`src/rtl/pio_link_pkg.sv`:
```
// Shared definitions for the 5-bit PIO word link (tx and rx sides).
// Default word width, frame timing and the link FSM state encoding.
package pio_link_pkg;

  localparam int PIO_DATA_W    = 5;
  localparam int PIO_CLK_DIV   = 4;
  localparam int PIO_FRAME_LEN = 4;

  typedef enum logic [2:0] {
    S_IDLE,
    S_SETUP,
    S_STROBE,
    S_LATCH,
    S_PULSE
  } pio_state_t;

endpackage

```
`src/rtl/pio_tx_fifo.sv`:
```
// Word buffer for the PIO transmitter.
// Synchronous FIFO with level output and registered ready.
module pio_tx_fifo #(
  parameter int W     = 5,
  parameter int DEPTH = 8,
  localparam int AW   = $clog2(DEPTH),
  localparam int LW   = AW + 1
) (
  input  logic          clk,
  input  logic          rst,
  input  logic          push,
  input  logic [W-1:0]  wdata,
  input  logic          pop,
  output logic [W-1:0]  rdata,
  output logic [LW-1:0] level,
  output logic          ready,
  output logic          empty
);

  logic [W-1:0]  mem [DEPTH];
  logic [AW-1:0] wr_ptr;
  logic [AW-1:0] rd_ptr;
  logic          do_push;
  logic          do_pop;
  logic [LW-1:0] level_d;

  assign empty   = (level == '0);
  assign do_pop  = pop && !empty;
  // A pop in the same cycle frees the slot a full-FIFO push needs.
  assign do_push = push && ((level != LW'(DEPTH)) || do_pop);
  assign level_d = level + LW'(do_push) - LW'(do_pop);
  assign rdata   = mem[rd_ptr];

  always_ff @(posedge clk) begin
    if (do_push) begin
      mem[wr_ptr] <= wdata;
    end
  end

  always_ff @(posedge clk or posedge rst) begin
    if (rst) begin
      wr_ptr <= '0;
      rd_ptr <= '0;
      level  <= '0;
      ready  <= 1'b1;
    end else begin
      if (do_push) begin
        wr_ptr <= wr_ptr + 1'b1;
      end
      if (do_pop) begin
        rd_ptr <= rd_ptr + 1'b1;
      end
      level <= level_d;
      ready <= (level_d != LW'(DEPTH));
    end
  end

endmodule

```
`src/rtl/pio_word_tx.sv`:
```
// Transmit end of the 5-bit PIO word link: FIFO, strobe FSM, frame latch/pulse.
// Define PIO_TX_IDLE_FLUSH_EN to zero-pad a starved frame after FLUSH_CYCLES.
module pio_word_tx
  import pio_link_pkg::*;
#(
  parameter int DATA_W       = PIO_DATA_W,
  parameter int FIFO_DEPTH   = 8,
  parameter int CLK_DIV      = PIO_CLK_DIV,
  parameter int FRAME_LEN    = PIO_FRAME_LEN,
  parameter int FLUSH_CYCLES = 64,
  localparam int LW          = $clog2(FIFO_DEPTH) + 1
) (
  input  logic              iCLK,
  input  logic              iRESET,
  input  logic [DATA_W-1:0] iDATA,
  input  logic              iVALID,
  output logic              oREADY,
  output logic              oBUS_CLK,
  output logic [DATA_W-1:0] oBUS_DAT,
  output logic              oBUS_LATCH,
  output logic              oBUS_PULSE,
  output logic              oBUSY,
  output logic [LW-1:0]     oFIFO_LEVEL
);

  localparam int TW = $clog2(2 * CLK_DIV) + 1;
  localparam int CW = $clog2(FRAME_LEN + 1);

  if (FIFO_DEPTH < 2 || (FIFO_DEPTH & (FIFO_DEPTH - 1)) != 0 ||
      CLK_DIV < 1 || FRAME_LEN < 1 || FLUSH_CYCLES < 1) begin : g_bad_cfg
    $error("pio_word_tx: illegal parameter set");
  end

  pio_state_t        state, state_d;
  logic [TW-1:0]     timer, timer_d;
  logic [CW-1:0]     count, count_d;
  logic              stall, stall_d;
  logic              pop;
  logic              empty;
  logic              padding;
  logic [DATA_W-1:0] head;
  logic              half_done;
  logic              latch_done;
  logic              last_word;
  logic              clk_d;
  logic              latch_d;
  logic              pulse_d;

  pio_tx_fifo #(
    .W     (DATA_W),
    .DEPTH (FIFO_DEPTH)
  ) u_fifo (
    .clk   (iCLK),
    .rst   (iRESET),
    .push  (iVALID && oREADY),
    .wdata (iDATA),
    .pop   (pop),
    .rdata (head),
    .level (oFIFO_LEVEL),
    .ready (oREADY),
    .empty (empty)
  );

  assign half_done  = (timer == TW'(CLK_DIV - 1));
  assign latch_done = (timer == TW'(2 * CLK_DIV - 1));
  assign last_word  = (count == CW'(FRAME_LEN - 1));
  assign oBUSY      = (state != S_IDLE) || !empty;

`ifdef PIO_TX_IDLE_FLUSH_EN
  localparam int SW = $clog2(FLUSH_CYCLES) + 1;
  logic [SW-1:0] starve, starve_d;
  logic          pad, pad_d;
  logic          zero;
  assign padding = pad;
`else
  assign padding = 1'b0;
`endif

  always_ff @(posedge iCLK or posedge iRESET) begin
    if (iRESET) begin
      state <= S_IDLE;
      timer <= '0;
      count <= '0;
      stall <= 1'b0;
    end else begin
      state <= state_d;
      timer <= timer_d;
      count <= count_d;
      stall <= stall_d;
    end
  end

`ifdef PIO_TX_IDLE_FLUSH_EN
  always_ff @(posedge iCLK or posedge iRESET) begin
    if (iRESET) begin
      starve <= '0;
      pad    <= 1'b0;
    end else begin
      starve <= starve_d;
      pad    <= pad_d;
    end
  end
`endif

  always_comb begin
    state_d = state;
    timer_d = timer;
    count_d = count;
    stall_d = stall;
    pop     = 1'b0;
`ifdef PIO_TX_IDLE_FLUSH_EN
    starve_d = '0;
    pad_d    = pad;
    zero     = 1'b0;
`endif
    unique case (state)
      S_IDLE: begin
        if (!empty) begin
          pop     = 1'b1;
          state_d = S_SETUP;
          timer_d = '0;
        end
      end
      S_SETUP: begin
        // Stalled: bus frozen until the next word arrives.
        if (stall) begin
          if (!empty) begin
            pop     = 1'b1;
            stall_d = 1'b0;
            timer_d = '0;
          end
`ifdef PIO_TX_IDLE_FLUSH_EN
          else if (starve == SW'(FLUSH_CYCLES - 1)) begin
            stall_d = 1'b0;
            pad_d   = 1'b1;
            zero    = 1'b1;
            timer_d = '0;
          end else begin
            starve_d = starve + 1'b1;
          end
`endif
        end else if (half_done) begin
          state_d = S_STROBE;
          timer_d = '0;
        end else begin
          timer_d = timer + 1'b1;
        end
      end
      S_STROBE: begin
        if (half_done) begin
          timer_d = '0;
          count_d = count + 1'b1;
          if (last_word) begin
            state_d = S_LATCH;
          end else begin
            state_d = S_SETUP;
            if (!padding && !empty) begin
              pop = 1'b1;
            end else if (!padding) begin
              stall_d = 1'b1;
            end
          end
        end else begin
          timer_d = timer + 1'b1;
        end
      end
      S_LATCH: begin
        if (latch_done) begin
          state_d = S_PULSE;
          timer_d = '0;
          count_d = '0;
        end else begin
          timer_d = timer + 1'b1;
        end
      end
      S_PULSE: begin
        if (half_done) begin
          timer_d = '0;
`ifdef PIO_TX_IDLE_FLUSH_EN
          pad_d = 1'b0;
`endif
          if (!empty) begin
            pop     = 1'b1;
            state_d = S_SETUP;
          end else begin
            state_d = S_IDLE;
          end
        end else begin
          timer_d = timer + 1'b1;
        end
      end
      default: begin
        state_d = S_IDLE;
        timer_d = '0;
        count_d = '0;
        stall_d = 1'b0;
      end
    endcase
  end

  always_comb begin
    clk_d   = 1'b0;
    latch_d = 1'b0;
    pulse_d = 1'b0;
    case (state_d)
      S_STROBE: clk_d   = 1'b1;
      S_LATCH:  latch_d = 1'b1;
      S_PULSE:  pulse_d = 1'b1;
      default:  clk_d   = 1'b0;
    endcase
  end

  always_ff @(posedge iCLK or posedge iRESET) begin
    if (iRESET) begin
      oBUS_CLK   <= 1'b0;
      oBUS_LATCH <= 1'b0;
      oBUS_PULSE <= 1'b0;
      oBUS_DAT   <= '0;
    end else begin
      oBUS_CLK   <= clk_d;
      oBUS_LATCH <= latch_d;
      oBUS_PULSE <= pulse_d;
      if (pop) begin
        oBUS_DAT <= head;
      end
`ifdef PIO_TX_IDLE_FLUSH_EN
      else if (zero) begin
        oBUS_DAT <= '0;
      end
`endif
    end
  end

endmodule
```
`config.mk`:
```
export PLATFORM = sky130hd
export DESIGN_NAME = pio_word_tx
export DESIGN_NICKNAME = d
export VERILOG_FILES = /design/src/rtl/pio_link_pkg.sv /design/src/rtl/pio_tx_fifo.sv /design/src/rtl/pio_word_tx.sv
export SDC_FILE = /design/constraint.sdc
export NUM_CORES = 1
export LEC_CHECK = 0
export CAP_MARGIN = 20
export CORE_MARGIN = 2
export CORE_UTILIZATION = 53
export DETAILED_ROUTE_END_ITERATION = 16
export PLACE_DENSITY = 0.78
export RECOVER_POWER = 100
export SYNTH_ARGS = -nofsm -noshare
export SYNTH_HDL_FRONTEND = slang
export SYNTH_HIERARCHICAL = 1
export SYNTH_SLANG_ARGS = --single-unit
```
`constraint.sdc`:
```
create_clock -name iCLK -period 3.1 [get_ports iCLK]
set_clock_uncertainty 0.1 [all_clocks]
set_input_delay 0.93 -clock iCLK [delete_from_list [all_inputs] [get_ports iCLK]]
set_output_delay 0.93 -clock iCLK [all_outputs]
set_load 0.02 [all_outputs]
```
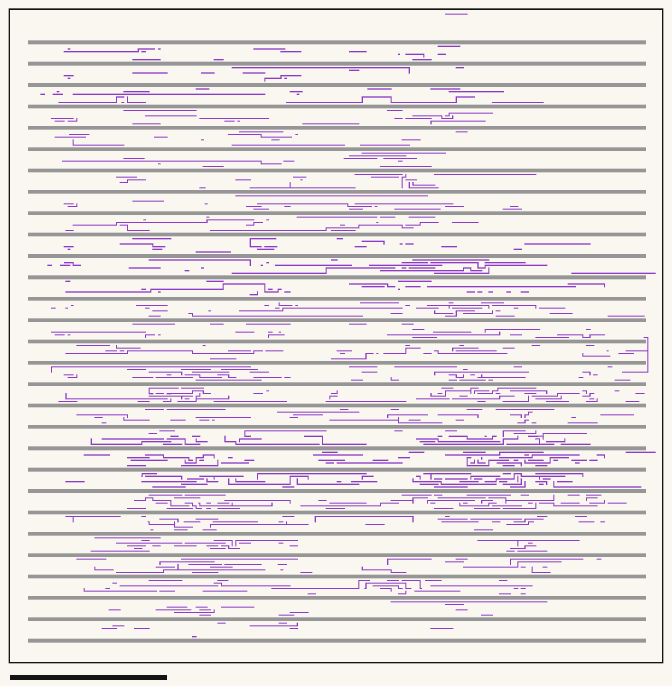
**Above:** M1 wires.
Scale bar: 20 µm. Supply wires on this layer in grey.
main direction	horizontal
longest straight run	25.3 µm
nets with wire on the layer	271
share of all routed wire	43%

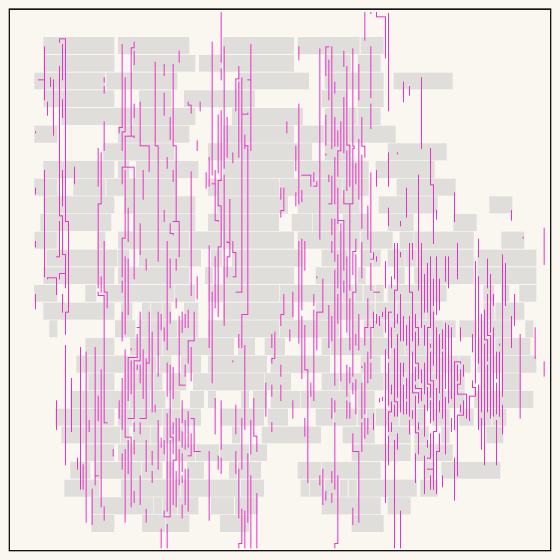
**Above:** M2 wires.
Cells faint in the background.
wire length on this layer	2960 µm
main direction	vertical
share of all routed wire	51%
nets with wire on the layer	255

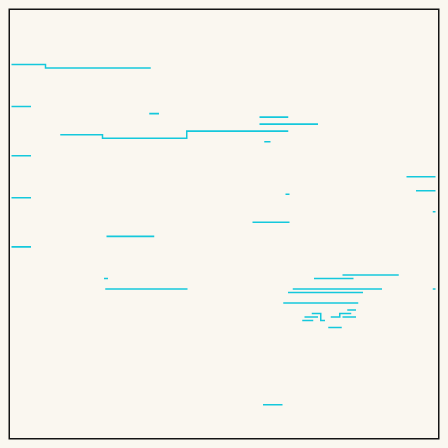
**Above:** metal 3.
longest straight run	20.2 µm
share of all routed wire	4.0%

==> notes.md <==
Implementation numbers.

- In this run, placement finished with an instance count of 334.
- The top-level port count is 22.
- The number of antenna violations at the first check in global routing is 0.
- Per the placement log, port buffering inserted 21 buffers.
- The setup TNS after final layout is 0 ns.
- The capture point of the worst register-to-register path is recorded as u_fifo/ready.
- The cell class ranked first by area is registers.
- Tracing the worst setup path back leads to its startpoint at count[0].
- Leaving out fill and tap cells, the most frequent cells in the layout are 40 x edfxtp_1, 29 x dfrtp_1, 18 x dlygate4sd3_1.
- The number of optimization iterations in the first detailed-route pass is 4.
- The die is 83.0 µm tall.
- The total core area is 5990 µm².
- Data on the critical path is required at its endpoint by 3.27 ns.
- The combined global-route utilization of all metal layers is 17.6%.
- The total number of yosys warnings is 6.
- The net count entering floorplan is 249.
- The tapcell count is 75.
- The maximum clock path buffer count is 2.
- The count of clock-net buffers in the final layout is 9.
- The placed cell area is 3700 µm².
- Data arrives at the worst endpoint at 3.16 ns.
- The cell row count is 28.
- The layout report lists the combined flip-flop and latch area as 1950 µm².
- The number of fillers in the final layout is 429.
- The CTS log lists the clock sinks for this run as 70.
- After Yosys synthesis, and, or, nand and nor cells account for 10.4% of the synthesized area.
- The destination of the critical timing path is u_fifo/ready.
- The share of synthesized registers carrying an async set or reset is 42.9%.
- The slowest stage cell on the critical path is fa_1.
- The number of global-route vias before repair was 2041.
- For this design the ratio of total power to cell area is 963 nW/µm².
- The layout report lists the multi-input gate area as 1270 µm².
- Per report_power, the Sequential row totals 1510 µW.
- The yosys stat chip area is 3310 µm².
- The routed layout has 2024 vias.
- In this run, synthesis inferred 40 flip-flops with an integrated enable.
- The share of cells above drive strength 1 is 19.1%.
- The number of antenna diodes is 0.
- The flow ran to the end, and the final reports show no timing, DRC or antenna violations.
- The main flop type after synthesis is edfxtp_1.
- Counting only logic cells after layout, the most numerous master is edfxtp_1.
- The worst pin sits at a relative slew slack of 52.3%.
- In the floorplan report the effective utilization is 55.2%.
- The registers of the reported paths see a clock transition of 0.09 ns.
- The leakage power in the latest report is 0.00155 µW.
- The number of inverters outside the clock class in the layout is 17.
- After detailed routing, the number of vias per cell comes to 5.75.
- The share of synthesized area occupied by flip-flops and latches is 59.1%.
- The startpoint of the lowest-slack register-to-register path is count[0].
- The flow reports power dissipated in combinational cells as 1490 µW.
- The worst slack after detailed placement is -0.236 ns.
- The cell type contributing the most total cell area after synthesis is edfxtp_1.
- In this run the post-CTS setup repair buffer count came out at 0.
- STA reports the tightest min-delay check as being of type reg -> reg.
- The number of buffers inserted during clock tree synthesis is 9.
- More flip-flops sit in one register than any other, and that register is u_fifo/mem.
- The sort of element at the start of the critical path is a register.
- The share of Yosys cell area claimed by the top area cell type is 36.3%.
- Across the whole layout, multi-input logic makes up 32.4% of the cell area.
- The worst setup path is captured at a register.
- Derived from the worst setup path, the maximum achievable clock frequency is 334 MHz.
- The post-cts repair resize count is 4.
- The register bit count reported by yosys is 70.
- The post-synthesis share of cell area spent on and-or and or-and gates is 7.68%.
- The clock tree from TritonCTS is yes.
- Of the post-synthesis cell area, the part taken by muxes is 13.5%.
- Routability-driven placement finished with a final weighted congestion of 0.872.
- Looking at the power breakdown, combinational cells take 39.6% of the total.
- The clock tree root driver cell is clkbuf_8.
- Summing over the stages, the warning tally comes to 27.
- After technology mapping, the gate count stands at 230.
- The number of sequential cells in the layout is 70.
- Along the worst hold path, the cell count comes to 1.
- The wire length after detailed routing is 5.76 mm.
- The final non-filler cell area is 3910 µm².
- The hold violation total from the final report is 0.
- After detailed routing, the met3 layer carries 232 µm of wire.
- The timing report attributes the biggest portion of critical-path delay to adder cells.
- The first routing iteration left 97 violations.
- For reference, the top cells by area after synthesis are edfxtp_1 36%, dfrtp_1 22%, mux4_1 7.9%, ha_1 3.8%, mux2_2 2.4%.
- In this run the horizontal extent of the chip is 83.0 µm.
- The slew at the pin with the worst max-slew slack is 0.714 ns.
- Of the total power, the clock network draws 20.3%.
- The largest registers in the layout are u_fifo/mem x40, oBUS_DAT x5.
- The number of distinct library cell variants in the gate-level netlist after synthesis is 53.
- Cells fill 65.3% of the core in the end.
- The slack of the critical path is 0.106 ns.
- The ratio of final minimum period to clock period is 96.6%.
- Note, the detailed placer reported a final HPWL of 3.99 mm.
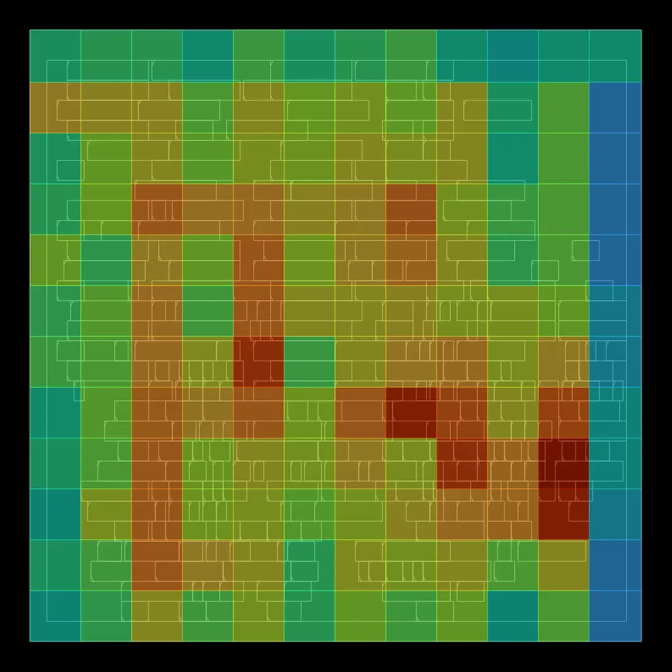
**Above:** congestion heat map.
met2 usage in global routing: 28.4%
average detailed-routed wire length per instance: 16.4 µm
met3 GRT Util: 3.68%
most used routing layer: met2

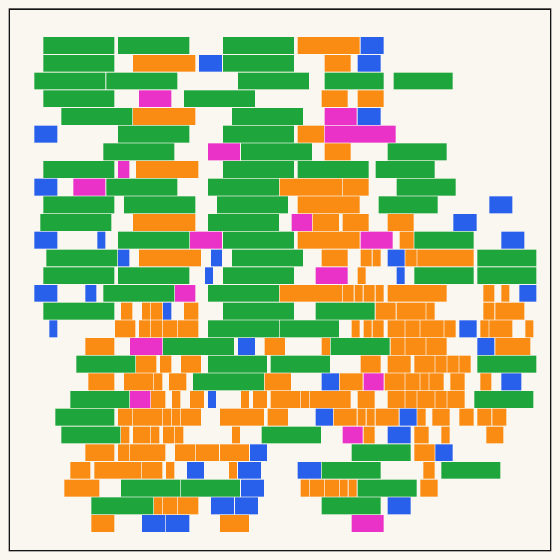
**Above:** placement by cell class.
colour	class	cells
magenta	clock drivers and dummy loads	16
green	flops	70
orange	combinational and other logic	150
blue	other buffers and delay cells	41

Power figures rest on the tool's default switching activity, not on a simulated workload.
